--- src/rtl/sum_kpg_pipe.sv ---
// Pipelined adder/subtractor with a Kogge-Stone KPG carry network split across
// STAGES register boundaries and a valid/ready handshake driven by one advance enable.
module sum_kpg_pipe #(
    parameter int WIDTH  = 22,
    parameter int STAGES = 2
) (
    input  logic             clk,
    input  logic             rstn,
    input  logic             in_valid,
    output logic             in_ready,
    input  logic [WIDTH-1:0] a,
    input  logic [WIDTH-1:0] b,
    input  logic [1:0]       kIn,
    input  logic             sub,
    output logic             out_valid,
    input  logic             out_ready,
    output logic [WIDTH:0]   sum,
    output logic             ovf,
    output logic             kerr
);

    localparam int LEVELS = $clog2(WIDTH);

    // Per-stage payload: group generate/propagate, original half-sum bits and side info
    typedef struct packed {
        logic [WIDTH-1:0] g;
        logic [WIDTH-1:0] p;
        logic [WIDTH-1:0] x;
        logic             cin;
        logic             a_msb;
        logic             b_msb;
        logic             kerr;
    } stage_t;

    function automatic stage_t prefix_levels(input stage_t s_in, input int lo, input int hi);
        stage_t           s_out;
        logic [WIDTH-1:0] g_n;
        logic [WIDTH-1:0] p_n;
        s_out = s_in;
        for (int k = 0; k < LEVELS; k++) begin
            if (k >= lo && k < hi) begin
                g_n = s_out.g;
                p_n = s_out.p;
                for (int i = (1 << k); i < WIDTH; i++) begin
                    g_n[i] = s_out.g[i] | (s_out.p[i] & s_out.g[i - (1 << k)]);
                    p_n[i] = s_out.p[i] & s_out.p[i - (1 << k)];
                end
                s_out.g = g_n;
                s_out.p = p_n;
            end
        end
        return s_out;
    endfunction

    logic             adv;
    logic [WIDTH-1:0] b_eff;
    logic [WIDTH-1:0] prop0;
    logic [WIDTH-1:0] gen0;
    logic             cin0;
    logic             kerr0;
    stage_t           head;

    assign b_eff = sub ? ~b : b;
    assign cin0  = sub | (kIn == 2'b11);
    assign kerr0 = !sub && (kIn[1] ^ kIn[0]);
    assign prop0 = a ^ b_eff;
    // Carry-in is folded into bit 0's generate so the prefix tree needs no extra column
    assign gen0  = (a & b_eff) | {{(WIDTH-1){1'b0}}, prop0[0] & cin0};
    assign head  = '{g: gen0, p: prop0, x: prop0, cin: cin0,
                     a_msb: a[WIDTH-1], b_msb: b_eff[WIDTH-1], kerr: kerr0};

    stage_t st_reg [STAGES];
    stage_t st_nxt [STAGES];

    genvar gi;
    generate
        for (gi = 0; gi < STAGES; gi++) begin : g_stage
            localparam int LO = gi * LEVELS / STAGES;
            localparam int HI = (gi + 1) * LEVELS / STAGES;
            if (gi == 0) begin : g_src
                assign st_nxt[gi] = prefix_levels(head, LO, HI);
            end else begin : g_src
                assign st_nxt[gi] = prefix_levels(st_reg[gi-1], LO, HI);
            end
        end
    endgenerate

    logic [WIDTH-1:0] carry;
    logic [WIDTH:0]   sum_next;
    logic             ovf_next;

    assign carry    = {st_nxt[STAGES-1].g[WIDTH-2:0], st_nxt[STAGES-1].cin};
    assign sum_next = {st_nxt[STAGES-1].g[WIDTH-1], st_nxt[STAGES-1].x ^ carry};
    assign ovf_next = (st_nxt[STAGES-1].a_msb == st_nxt[STAGES-1].b_msb) &&
                      (sum_next[WIDTH-1] != st_nxt[STAGES-1].a_msb);

    logic [STAGES-1:0] valid_reg;
    logic [WIDTH:0]    sum_reg;
    logic              ovf_reg;
    logic              kerr_reg;

    assign out_valid = valid_reg[STAGES-1];
    assign adv       = out_ready || !out_valid;
    assign in_ready  = adv;
    assign sum       = sum_reg;
    assign ovf       = ovf_reg;
    assign kerr      = kerr_reg;

    always_ff @(posedge clk or negedge rstn) begin
        if (!rstn) begin
            valid_reg <= '0;
            sum_reg   <= '0;
            ovf_reg   <= 1'b0;
            kerr_reg  <= 1'b0;
            for (int s = 0; s < STAGES; s++) begin
                st_reg[s] <= '0;
            end
        end else if (adv) begin
            valid_reg[0] <= in_valid;
            for (int s = 1; s < STAGES; s++) begin
                valid_reg[s] <= valid_reg[s-1];
            end
            for (int s = 0; s < STAGES - 1; s++) begin
                st_reg[s] <= st_nxt[s];
            end
            sum_reg  <= sum_next;
            ovf_reg  <= ovf_next;
            kerr_reg <= st_nxt[STAGES-1].kerr;
        end
    end

endmodule
--- config.mk ---
export PLATFORM = sky130hd
export DESIGN_NAME = sum_kpg_pipe
export DESIGN_NICKNAME = d
export VERILOG_FILES = /design/src/rtl/sum_kpg_pipe.sv
export SDC_FILE = /design/constraint.sdc
export NUM_CORES = 1
export LEC_CHECK = 0
export CAP_MARGIN = 20
export CORE_UTILIZATION = 40
export DETAILED_ROUTE_END_ITERATION = 6
export GPL_ROUTABILITY_DRIVEN = 0
export HOLD_SLACK_MARGIN = 0.06
export SYNTH_ARGS = -nofsm -noshare
export SYNTH_HDL_FRONTEND = slang
export SYNTH_SLANG_ARGS = --single-unit
--- constraint.sdc ---
create_clock -name clk -period 4.5 [get_ports clk]
set_input_delay 0.675 -clock clk [delete_from_list [all_inputs] [get_ports clk]]
set_output_delay 0.675 -clock clk [all_outputs]
set_load 0.05 [all_outputs]
Wiring by layer:
Two of the layers only.
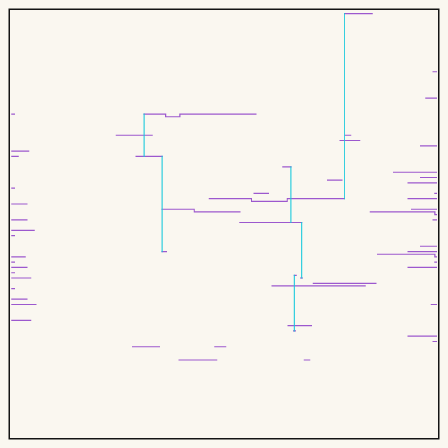
met4 -> cyan  # wire length 126 um
met3 -> purple  # wire length 368 um

Placement by cell class:
Scale bar: 20 um.
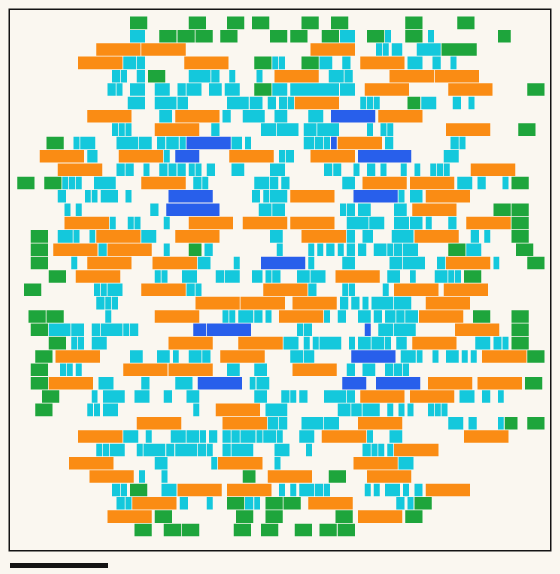
flip-flops -> orange  # cells 93, share of their area 41%
all other logic -> cyan  # cells 376, share of their area 39%
other buffers and delay cells -> green  # cells 81, share of their area 14%
clock drivers and dummy loads -> blue  # cells 16, share of their area 5.7%

==> notes.md <==
### Power
- 0.2883 mV — peak ir drop on the vdd network
- 527.9 mW/mm^2 — power density over the cells
- 0.267 — clock network fraction of design power
- 0.3665 — net switching share of the total power
- 0.001969 W — Internal Power
- 0.374 — sequential fraction of design power
- 0.003109 W — Final Power
- 0.001139 W — switching power total
- 2.673 nW — total leakage power

### Route
- 0 — antenna-violating nets left
- 15.14 um — average wire length per cell after detail routing
- 180 — Starting DRT DRC Count
- 10.73 mm — Total Wirelength

### Worst setup path
- 3.07 ns — data arrival time at the worst-slack endpoint
- 17 — crit-path max FO
- input port to flip-flop — critical path type
- 4.73 ns — CP Data Required Time
- clkdlybuf4s50_1 — cell with the biggest individual delay on the critical path
- clkdlybuf4s50_1, buf_4, xor2_1, ha_1, a21oi_1, nor2_1, or3_1, o21a_1 — list of cells traversed by the critical path
- input port — category of the worst setup path launch point
- 2 — count of buffering cells on the critical path with inverters included

### Floorplan
- 0.4091 — initial standard-cell utilization of the core
- 0.01211 mm^2 — total die area
- 110.1 um — Die Span X
- 39 — num rows

### Synthesis
- 37 — count of different cell masters after synthesis
- 493 — cell total in the yosys stat output
- dfrtp_1 (50%), nand2_1 (9.5%), ha_1 (6.2%) — biggest area contributors in the synthesized netlist
- dfrtp_1 — Yosys top cell by area
- 1.000 — Async SR Flop Fraction
- 0.004671 mm^2 — mapped cell area
- dfrtp_1 — predominant post-synthesis flop cell
- 0 — total of warnings raised by yosys
- 567 — Synthesized Nets
- 0.4983 — part of the Yosys area used for sequential elements
- 93 — Flops after synth
- 0.4983 — share of Yosys cell area claimed by the top area cell type

### Global route
- 0 — initial antenna violation count
- 0 — remaining global-route overflow
- 3,571 — via count of the first global-routing pass
- 0.1939 — Total Routing Usage GR
- 17.92 mm — global-route wire length before repair

### CTS
- 0.07 ns — clock input transition at the sequential cells of the worst setup and hold paths
- 3 — H-tree depth
- 0 — CTS resizes
- 0 — post-CTS setup buffer count
- done — CTS tree
- 9 — CTS buffer count
- 2 — Max Root-Sink Buffers
- 0 — hold-fix buffer count after cts

### Final timing
- 0 ns — Setup TNS
- 0.4308 ns — smallest hold slack
- no — RSZ-0062 raised after global routing
- 0 — hold violation total from the final report
- 351.9 MHz — maximum clock frequency
- 2.842 ns — shortest clock period the worst path allows after layout
- 0.7788 ns — transition time at the pin with the least slew margin
- 0.6315 — post-layout period usage of the worst path

### Run status
- completed — outcome

### Final layout
- 26.06% — synth-to-layout area growth
- 0.002327 mm^2 — sequential cell area
- 0.002231 mm^2 — combinational gate area
- 0.04064 — fraction of final layout cells sized beyond drive strength 1
- 36 — number of flip-flops in the largest register
- 0 — antenna diode instance count
- 0.5157 — final core utilization
- 635 — nets@finish

### Run
- 0 — Maximum Capacitance Violations

### Placed design
- 693 — number of cells after detailed placement
- 7.516 mm — HPWL after detailed placement

### Min path
- input port to asynchronous set/reset pin — classification of the worst-slack hold path

The clock network:
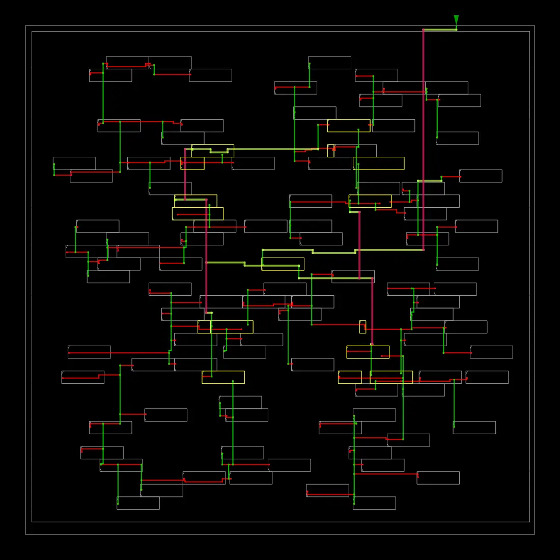
clock buffer instance count of the final layout: 13
clock latency on the worst-skew pair: 0.34 ns
Post-Route Skew: 0.007826 ns
clock sink count: 93

Power grid:
Pins as bars on the die edge.
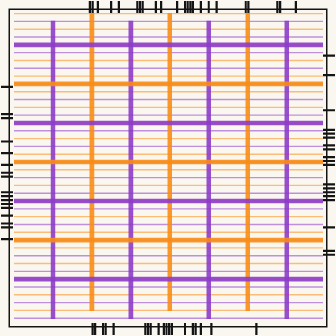
VSS -> purple
VDD -> orange
rows = 39
met4 straps = 7
met1 rails = 40
met5 straps = 7
signal pins = 78

## power groups by stage
stage	registers, W	clock network (W)	logic, W
after CTS	0.00116	0.000846	0.00113
final	0.00116	0.000829	0.00112
after detailed placement	0.00118	0	0.00112
after global routing	0.00119	0.000877	0.00122
after global placement	0.00117	0	0.00111
after floorplan	0.00148	0	0.000438
## cell usage in the layout (no fill, tap or decap), drive strengths merged, types with 5 or more instances in the layout
master and n:
clkbuf 13, nor3 6, a21oi 40, o21ai 27
nor2 28, buf 6, nand2 118, xnor2 13
clkdlybuf4s50 75, nand3 14, o21a 7, a21o 20
a31oi 5, dfrtp 93, o211ai 7, ha 23
xor2 28, nand3b 5
## stage by stage
stage | setup slack (ns) | instance area (um^2)
after floorplan | 2.075 | 4671
final | 1.658 | 5888
after detailed placement | 1.311 | 5560
after CTS | 1.664 | 5888
after global routing | 1.526 | 5888
after global placement | 1.359 | 5560
## path summary, 6_finish.rpt
check,start,to,slack (ns),cells past startpoint
setup / recovery,sub,st_reg[129],1.66,8
hold / removal,rstn,sum[14],0.43,1
setup reg to reg,valid_reg[1],st_reg[104],2.49,5
hold reg to reg,valid_reg[0],valid_reg[0],0.46,2
max in group asynchronous,rstn,st_reg[130],3.14,2
min in group clk,valid_reg[0],valid_reg[0],0.46,2
## final cells by class
| cell class | instances | area share |
|---|---|---|
| tap | 143 | 0.03039 |
| timing repair buffer | 81 | 0.1373 |
| multi-input combinational | 372 | 0.3789 |
| clock buffer | 13 | 0.04420 |
| clock inverter | 3 | 0.01147 |
| sequential | 93 | 0.3952 |
| inverter | 4 | 0.002550 |
## cell families (layout without fill, tap and decap cells)
kind of cell             after synthesis  count (layout)  synth area share
flip-flops                            93              93            0.4983
AND/OR/NAND/NOR                      188             188            0.1741
multiplexers                           1               1          0.002143
adder cells (fa/ha/maj)               23              23           0.06161
buffers and inverters                 28             101           0.02572
AND-OR/OR-AND                        119             119            0.1613
XOR/XNOR                              41              41           0.07688
## cell usage after synthesis, types with 9 or more instances
library cell  number
nand2_1          118
a21o_1            20
o21ai_1            9
dfrtp_1           93
xnor2_1           13
a21oi_1           40
nor2_1            28
nand3_1           14
ha_1              23
o21ai_0           18
buf_2             12
xor2_1            28
## layer usage
layer,GRT usage,up-vias,part of all wire
li1,-,1851,-
met1,0.2879,1755,0.51
met2,0.2893,74,0.44
met3,0.02939,13,0.034
met4,0.06190,0,0.012
met5,0,-,0
Power and IR drop assume default switching activity.
